[src/rtl/spi_ram_bridge_pkg.sv]
// spi_ram_pkg: shared types and constants for the SPI-to-RAM bridge.
//   state_e     - bridge FSM states
//   BYTE_W      - SPI / RAM data width
//   CMD_WR_DEF  - default write opcode
//   CMD_RD_DEF  - default read opcode
package spi_ram_pkg;

  localparam int BYTE_W = 8;

  localparam logic [BYTE_W-1:0] CMD_WR_DEF = 8'h02;
  localparam logic [BYTE_W-1:0] CMD_RD_DEF = 8'h03;

  typedef enum logic [2:0] {
    IDLE,
    CMD,
    ADDR,
    WDATA,
    RDATA,
    IGNORE
  } state_e;

endpackage

[src/rtl/spi_ram_bridge_if.sv]
// spi_ram_bridge_if: bus between the bridge (master) and a Gowin_SP style
// single-port RAM (slave).
//   ram_ce   - clock enable, one-cycle pulse per access
//   ram_oce  - output register enable
//   ram_wre  - write enable, meaningful only with ram_ce
//   ram_ad   - address
//   ram_din  - write data
//   ram_dout - read data, valid one clk after a read pulse
interface spi_ram_bridge_if #(
  parameter int ADDR_W = 8
);
  import spi_ram_pkg::*;

  logic              ram_ce;
  logic              ram_oce;
  logic              ram_wre;
  logic [ADDR_W-1:0] ram_ad;
  logic [BYTE_W-1:0] ram_din;
  logic [BYTE_W-1:0] ram_dout;

  modport master (
    output ram_ce, ram_oce, ram_wre, ram_ad, ram_din,
    input  ram_dout
  );

  modport slave (
    input  ram_ce, ram_oce, ram_wre, ram_ad, ram_din,
    output ram_dout
  );

endinterface

[src/rtl/spi_ram_bridge_sync.sv]
// spi_pin_sync: multi-flop synchroniser for one asynchronous pin plus
// rise/fall detection on the synchronised level.
//   clk, rst_n - system clock, async active-low reset
//   pin_i      - asynchronous input pin
//   level_o    - synchronised level
//   rise_o     - one-clk pulse on a synchronised 0->1 transition
//   fall_o     - one-clk pulse on a synchronised 1->0 transition
module spi_pin_sync #(
  parameter int   STAGES  = 2,
  parameter logic RST_VAL = 1'b0
) (
  input  logic clk,
  input  logic rst_n,
  input  logic pin_i,
  output logic level_o,
  output logic rise_o,
  output logic fall_o
);

  logic [STAGES-1:0] sync_q;
  logic              prev_q;

  always_ff @(posedge clk or negedge rst_n) begin
    if (!rst_n) begin
      sync_q <= {STAGES{RST_VAL}};
      prev_q <= RST_VAL;
    end else begin
      sync_q <= {sync_q[STAGES-2:0], pin_i};
      prev_q <= sync_q[STAGES-1];
    end
  end

  assign level_o = sync_q[STAGES-1];
  assign rise_o  = level_o & ~prev_q;
  assign fall_o  = ~level_o & prev_q;

endmodule

[src/rtl/spi_ram_bridge.sv]
// spi_ram_bridge: SPI mode-0 slave that drives a 256x8 single-port RAM.
// Transaction: opcode byte, address byte, then data bytes with address
// auto-increment. Writes are single-cycle RAM pulses; reads are prefetched
// so the next byte is ready before the host clocks it out.
//   clk, rst_n         - system clock (>= 8x sclk), async active-low reset
//   spi_sclk/cs_n/mosi - SPI inputs, oversampled in the clk domain
//   spi_miso           - SPI output, MSB first
//   ram                - RAM bus (master side)
//   busy               - synchronised chip select is active
//   cmd_err            - sticky unknown-opcode flag, cleared at next select
module spi_ram_bridge
  import spi_ram_pkg::*;
#(
  parameter int                ADDR_W      = 8,
  parameter int                SYNC_STAGES = 2,
  parameter logic [BYTE_W-1:0] CMD_WR      = CMD_WR_DEF,
  parameter logic [BYTE_W-1:0] CMD_RD      = CMD_RD_DEF
) (
  input  logic             clk,
  input  logic             rst_n,
  input  logic             spi_sclk,
  input  logic             spi_cs_n,
  input  logic             spi_mosi,
  output logic             spi_miso,
  spi_ram_bridge_if.master ram,
  output logic             busy,
  output logic             cmd_err
);

  logic sclk_lvl_unused, sclk_rise, sclk_fall;
  logic cs_lvl, cs_rise, cs_fall;
  logic [SYNC_STAGES-1:0] mosi_sync_q;

  state_e            state_q;
  logic [2:0]        bit_cnt_q;
  logic [BYTE_W-2:0] rx_q;
  logic [BYTE_W-2:0] tx_q;
  logic [ADDR_W-1:0] addr_q;
  logic [ADDR_W-1:0] ad_q;
  logic [BYTE_W-1:0] din_q;
  logic              is_wr_q, rd_p1_q;
  logic              miso_q, ce_q, oce_q, wre_q, busy_q, err_q;

  logic [BYTE_W-1:0] rx_byte_d;
  logic              byte_done_d;

  spi_pin_sync #(.STAGES(SYNC_STAGES), .RST_VAL(1'b0)) u_sclk_sync (
    .clk    (clk),
    .rst_n  (rst_n),
    .pin_i  (spi_sclk),
    .level_o(sclk_lvl_unused),
    .rise_o (sclk_rise),
    .fall_o (sclk_fall)
  );

  // cs_n idles high, so its synchroniser resets high to avoid a false select.
  spi_pin_sync #(.STAGES(SYNC_STAGES), .RST_VAL(1'b1)) u_cs_sync (
    .clk    (clk),
    .rst_n  (rst_n),
    .pin_i  (spi_cs_n),
    .level_o(cs_lvl),
    .rise_o (cs_rise),
    .fall_o (cs_fall)
  );

  // Same depth as sclk, so mosi is aligned with the detected rising edge.
  always_ff @(posedge clk or negedge rst_n) begin
    if (!rst_n) mosi_sync_q <= '0;
    else        mosi_sync_q <= {mosi_sync_q[SYNC_STAGES-2:0], spi_mosi};
  end

  assign rx_byte_d   = {rx_q, mosi_sync_q[SYNC_STAGES-1]};
  assign byte_done_d = sclk_rise && (state_q != IDLE) && (bit_cnt_q == 3'd7);

  always_ff @(posedge clk or negedge rst_n) begin
    if (!rst_n) begin
      state_q   <= IDLE;
      bit_cnt_q <= '0;
      rx_q      <= '0;
      tx_q      <= '0;
      addr_q    <= '0;
      ad_q      <= '0;
      din_q     <= '0;
      is_wr_q   <= 1'b0;
      rd_p1_q   <= 1'b0;
      miso_q    <= 1'b0;
      ce_q      <= 1'b0;
      oce_q     <= 1'b0;
      wre_q     <= 1'b0;
      busy_q    <= 1'b0;
      err_q     <= 1'b0;
    end else begin
      ce_q    <= 1'b0;
      wre_q   <= 1'b0;
      oce_q   <= 1'b1;
      busy_q  <= ~cs_lvl;
      rd_p1_q <= ce_q & ~wre_q;

      if (sclk_rise && state_q != IDLE) begin
        bit_cnt_q <= bit_cnt_q + 3'd1;
        rx_q      <= rx_byte_d[BYTE_W-2:0];
      end

      case (state_q)
        IDLE: begin
          if (cs_fall) begin
            state_q   <= CMD;
            bit_cnt_q <= '0;
            err_q     <= 1'b0;
          end
        end
        CMD: begin
          if (byte_done_d) begin
            if (rx_byte_d == CMD_WR) begin
              is_wr_q <= 1'b1;
              state_q <= ADDR;
            end else if (rx_byte_d == CMD_RD) begin
              is_wr_q <= 1'b0;
              state_q <= ADDR;
            end else begin
              state_q <= IGNORE;
              err_q   <= 1'b1;
            end
          end
        end
        ADDR: begin
          if (byte_done_d) begin
            addr_q <= ADDR_W'(rx_byte_d);
            if (is_wr_q) begin
              state_q <= WDATA;
            end else begin
              ce_q    <= 1'b1;
              ad_q    <= ADDR_W'(rx_byte_d);
              state_q <= RDATA;
            end
          end
        end
        WDATA: begin
          if (byte_done_d) begin
            ce_q   <= 1'b1;
            wre_q  <= 1'b1;
            ad_q   <= addr_q;
            din_q  <= rx_byte_d;
            addr_q <= addr_q + ADDR_W'(1);
          end
        end
        RDATA: begin
          // Prefetch the byte the host will clock out next.
          if (byte_done_d) begin
            ce_q   <= 1'b1;
            ad_q   <= addr_q + ADDR_W'(1);
            addr_q <= addr_q + ADDR_W'(1);
          end
        end
        default: ;
      endcase

      // Deselect wins over the state update; a write completed in the same
      // clk is still committed, but a read prefetch is pointless and dropped.
      if (cs_rise && state_q != IDLE) begin
        state_q <= IDLE;
        if (state_q != WDATA) ce_q <= 1'b0;
      end

      // Bit 7 is presented as soon as the prefetch lands; the following
      // falling edges (bit counter 1..7) shift out bits 6..0. The falling
      // edge right after a byte boundary must not shift.
      if (state_q != RDATA) begin
        miso_q <= 1'b0;
      end else if (rd_p1_q) begin
        miso_q <= ram.ram_dout[BYTE_W-1];
        tx_q   <= ram.ram_dout[BYTE_W-2:0];
      end else if (sclk_fall && bit_cnt_q != 3'd0) begin
        miso_q <= tx_q[BYTE_W-2];
        tx_q   <= {tx_q[BYTE_W-3:0], 1'b0};
      end
    end
  end

  assign spi_miso    = miso_q;
  assign ram.ram_ce  = ce_q;
  assign ram.ram_oce = oce_q;
  assign ram.ram_wre = wre_q;
  assign ram.ram_ad  = ad_q;
  assign ram.ram_din = din_q;
  assign busy        = busy_q;
  assign cmd_err     = err_q;

endmodule

[src/flat_wrapper.sv]
// flat-port wrapper written by rule: the top's interface ports become plain ports
module spi_ram_bridge_flat import spi_ram_pkg::*;
#(
  parameter int                ADDR_W      = 8,
  parameter int                SYNC_STAGES = 2,
  parameter logic [BYTE_W-1:0] CMD_WR      = CMD_WR_DEF,
  parameter logic [BYTE_W-1:0] CMD_RD      = CMD_RD_DEF
)
  (clk, rst_n, spi_sclk, spi_cs_n, spi_mosi, spi_miso, busy, cmd_err, ram_ram_ce, ram_ram_oce, ram_ram_wre, ram_ram_ad, ram_ram_din, ram_ram_dout);
  spi_ram_bridge_if #(.ADDR_W(ADDR_W)) ram_i ();
  input  logic clk;
  input  logic rst_n;
  input  logic spi_sclk;
  input  logic spi_cs_n;
  input  logic spi_mosi;
  output logic spi_miso;
  output logic busy;
  output logic cmd_err;
  output wire logic [$bits(ram_i.ram_ce)-1:0] ram_ram_ce;
  output wire logic [$bits(ram_i.ram_oce)-1:0] ram_ram_oce;
  output wire logic [$bits(ram_i.ram_wre)-1:0] ram_ram_wre;
  output wire logic [$bits(ram_i.ram_ad)-1:0] ram_ram_ad;
  output wire logic [$bits(ram_i.ram_din)-1:0] ram_ram_din;
  input wire logic [$bits(ram_i.ram_dout)-1:0] ram_ram_dout;
  assign ram_ram_ce = ram_i.ram_ce;
  assign ram_ram_oce = ram_i.ram_oce;
  assign ram_ram_wre = ram_i.ram_wre;
  assign ram_ram_ad = ram_i.ram_ad;
  assign ram_ram_din = ram_i.ram_din;
  assign ram_i.ram_dout = ram_ram_dout;
  spi_ram_bridge #(.ADDR_W(ADDR_W), .SYNC_STAGES(SYNC_STAGES), .CMD_WR(CMD_WR), .CMD_RD(CMD_RD)) u_core (.clk(clk), .rst_n(rst_n), .spi_sclk(spi_sclk), .spi_cs_n(spi_cs_n), .spi_mosi(spi_mosi), .spi_miso(spi_miso), .ram(ram_i), .busy(busy), .cmd_err(cmd_err));
endmodule
[config.mk]
export PLATFORM = sky130hd
export DESIGN_NAME = spi_ram_bridge_flat
export DESIGN_NICKNAME = d
export VERILOG_FILES = /design/src/rtl/spi_ram_bridge_pkg.sv /design/src/rtl/spi_ram_bridge_if.sv /design/src/rtl/spi_ram_bridge_sync.sv /design/src/rtl/spi_ram_bridge.sv /design/src/flat_wrapper.sv
export SDC_FILE = /design/constraint.sdc
export NUM_CORES = 1
export LEC_CHECK = 0
export ABC_CLOCK_PERIOD_IN_PS = 3640
export CORE_UTILIZATION = 45
export CTS_BUF_LIST = sky130_fd_sc_hd__clkbuf_8
export CTS_CLUSTER_SIZE = 16
export DETAILED_ROUTE_END_ITERATION = 8
export PLACE_DENSITY_LB_ADDON = 0.08
export SLEW_MARGIN = 20
export SYNTH_ARGS = -nofsm -noshare
export SYNTH_HDL_FRONTEND = slang
export SYNTH_SLANG_ARGS = --single-unit
[constraint.sdc]
create_clock -name clk -period 3.64 [get_ports clk]
set_input_delay 0.728 -clock clk [delete_from_list [all_inputs] [get_ports clk]]
set_output_delay 0.728 -clock clk [all_outputs]
set_load 0.01 [all_outputs]
### Wiring heat map

Bar = 20 um. 17 x 17 tiles, from black (low) to pale yellow (high), scaled to the fullest tile. Values are wire area over tile area, all layers added.
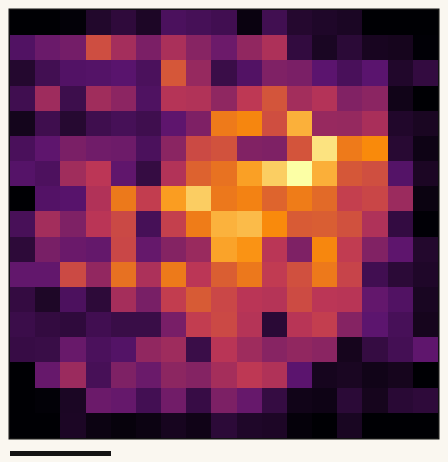
densest ninth of the die: middle
tiles over half the peak: 22%
nearly empty tiles: 7.6%
fullest tile: 0.47
mean over tiles: 0.15

### Placement by cell class

Fill, decap, tap and diode cells in gray.
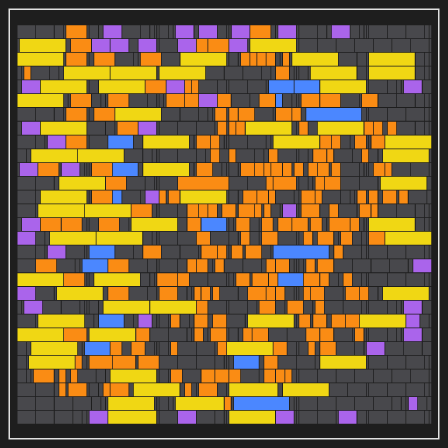
[remaining logic cells] orange | cells: 202
[remaining buffers and delay cells] purple | cells: 38
[clock drivers and dummy loads] blue | cells: 16
[registers] yellow | cells: 60

### Placed standard cells

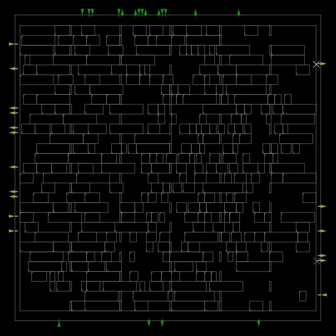
non-filler instance count after layout: 393
number of tap instances: 77
area of the core: 6459 um2

### Where the registers sit

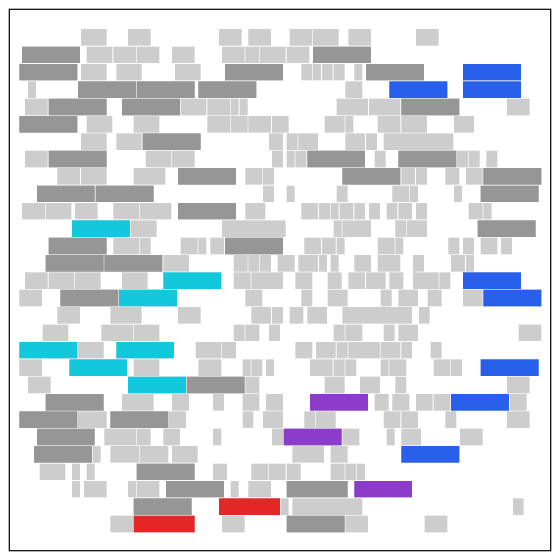
[`u_core.rx_q`] cyan | flops: 7
[`u_core.ram.ram_ad`] blue | flops: 8
[`u_core.u_cs_sync.sync_q`] red | flops: 2
[`u_core.state_q`] purple | flops: 3
not colored: 40
share of the final layout cell area in sequential cells: 41.03%
final design utilization: 56.80%
Seq power: 949 uW
area used by sequential logic in the layout: 1505 um2

==> notes.org <==
* Implementation run

** STA
- Min Hold Slack :: 287.6 ps
- Total setup violations reported at the end of the flow :: 0
- The routed design could run at a clock period as short as 2282 ps.
- Headroom to the max-slew limit :: 47.53%
- Number of failing hold endpoints at the final stage :: 0

** Clock tree
- Quantity of gates resized following cts :: 0
- Per the post-CTS timing run, clock transition at the registers of the reported paths is 70 ps.
- Counting the buffers created by CTS gives 9.
- Clk sinks :: 60
- Total of hold buffers inserted after clock tree synthesis :: 0

** Placement
- The placement summary gives the final routability congestion estimate as 0.8122.

** Final layout
- Synth-to-layout area growth :: 19.67%
- Layout cells sized above 1 :: 19.94%
- The layout stage reports a final design area of 3669 um2.
- The filler cells instantiated in the layout total 564.
- The final layout report lists a non-clock buffer count of 38.
- Number of nets in the layout :: 328
- Multi-input logic cell count :: 190

** Synthesis
- The post-synth count of flops with an enable pin is 0.
- Summing the areas of all compound-gate instances in the mapped netlist gives 17.80% of the synthesized area.
- Ranking of synthesized cells by area :: sky130_fd_sc_hd__dfrtp_1 (47%), sky130_fd_sc_hd__mux2_2 (11%), sky130_fd_sc_hd__o21ai_0 (3.4%)
- Before any placement, the netlist area is recorded as 3065 um2.
- Post-synth top cells :: sky130_fd_sc_hd__dfrtp_1 (57), sky130_fd_sc_hd__mux2_2 (29), sky130_fd_sc_hd__o21ai_0 (21), sky130_fd_sc_hd__inv_1 (12), sky130_fd_sc_hd__nor3_1 (12)
- In the synthesized netlist the dominant register cell turns out to be sky130_fd_sc_hd__dfrtp_1.
- A synthesized cell averages 10.99 um2.

** Run status
- Run status :: finished, violations left
- The checks that failed: design-rule violations.

** Setup path
- Setup slack on the worst reg-to-reg path comes out at 1360 ps.
- Traced cell by cell, the critical path runs through nand3b_1 -> nor2_2 -> mux2_2.
- R2r startpoint :: u_core.state_q[0]

** Drt
- Average wire per standard cell :: 17.47 um
- Number of design rule violations left after detail routing :: 3

** Power
- Power after layout :: 2.217 mW

** Global route
- Across every metal layer, demand over resource in global routing totals 20.78%.
- Total congestion overflow :: 0
- Per the GRT log, the top usage layer is met2.

** Floorplanning
- Once the floorplan was initialized, standard cells occupied 47.46% of the core.
Power figures rest on the tool's default switching activity, not on a simulated workload.
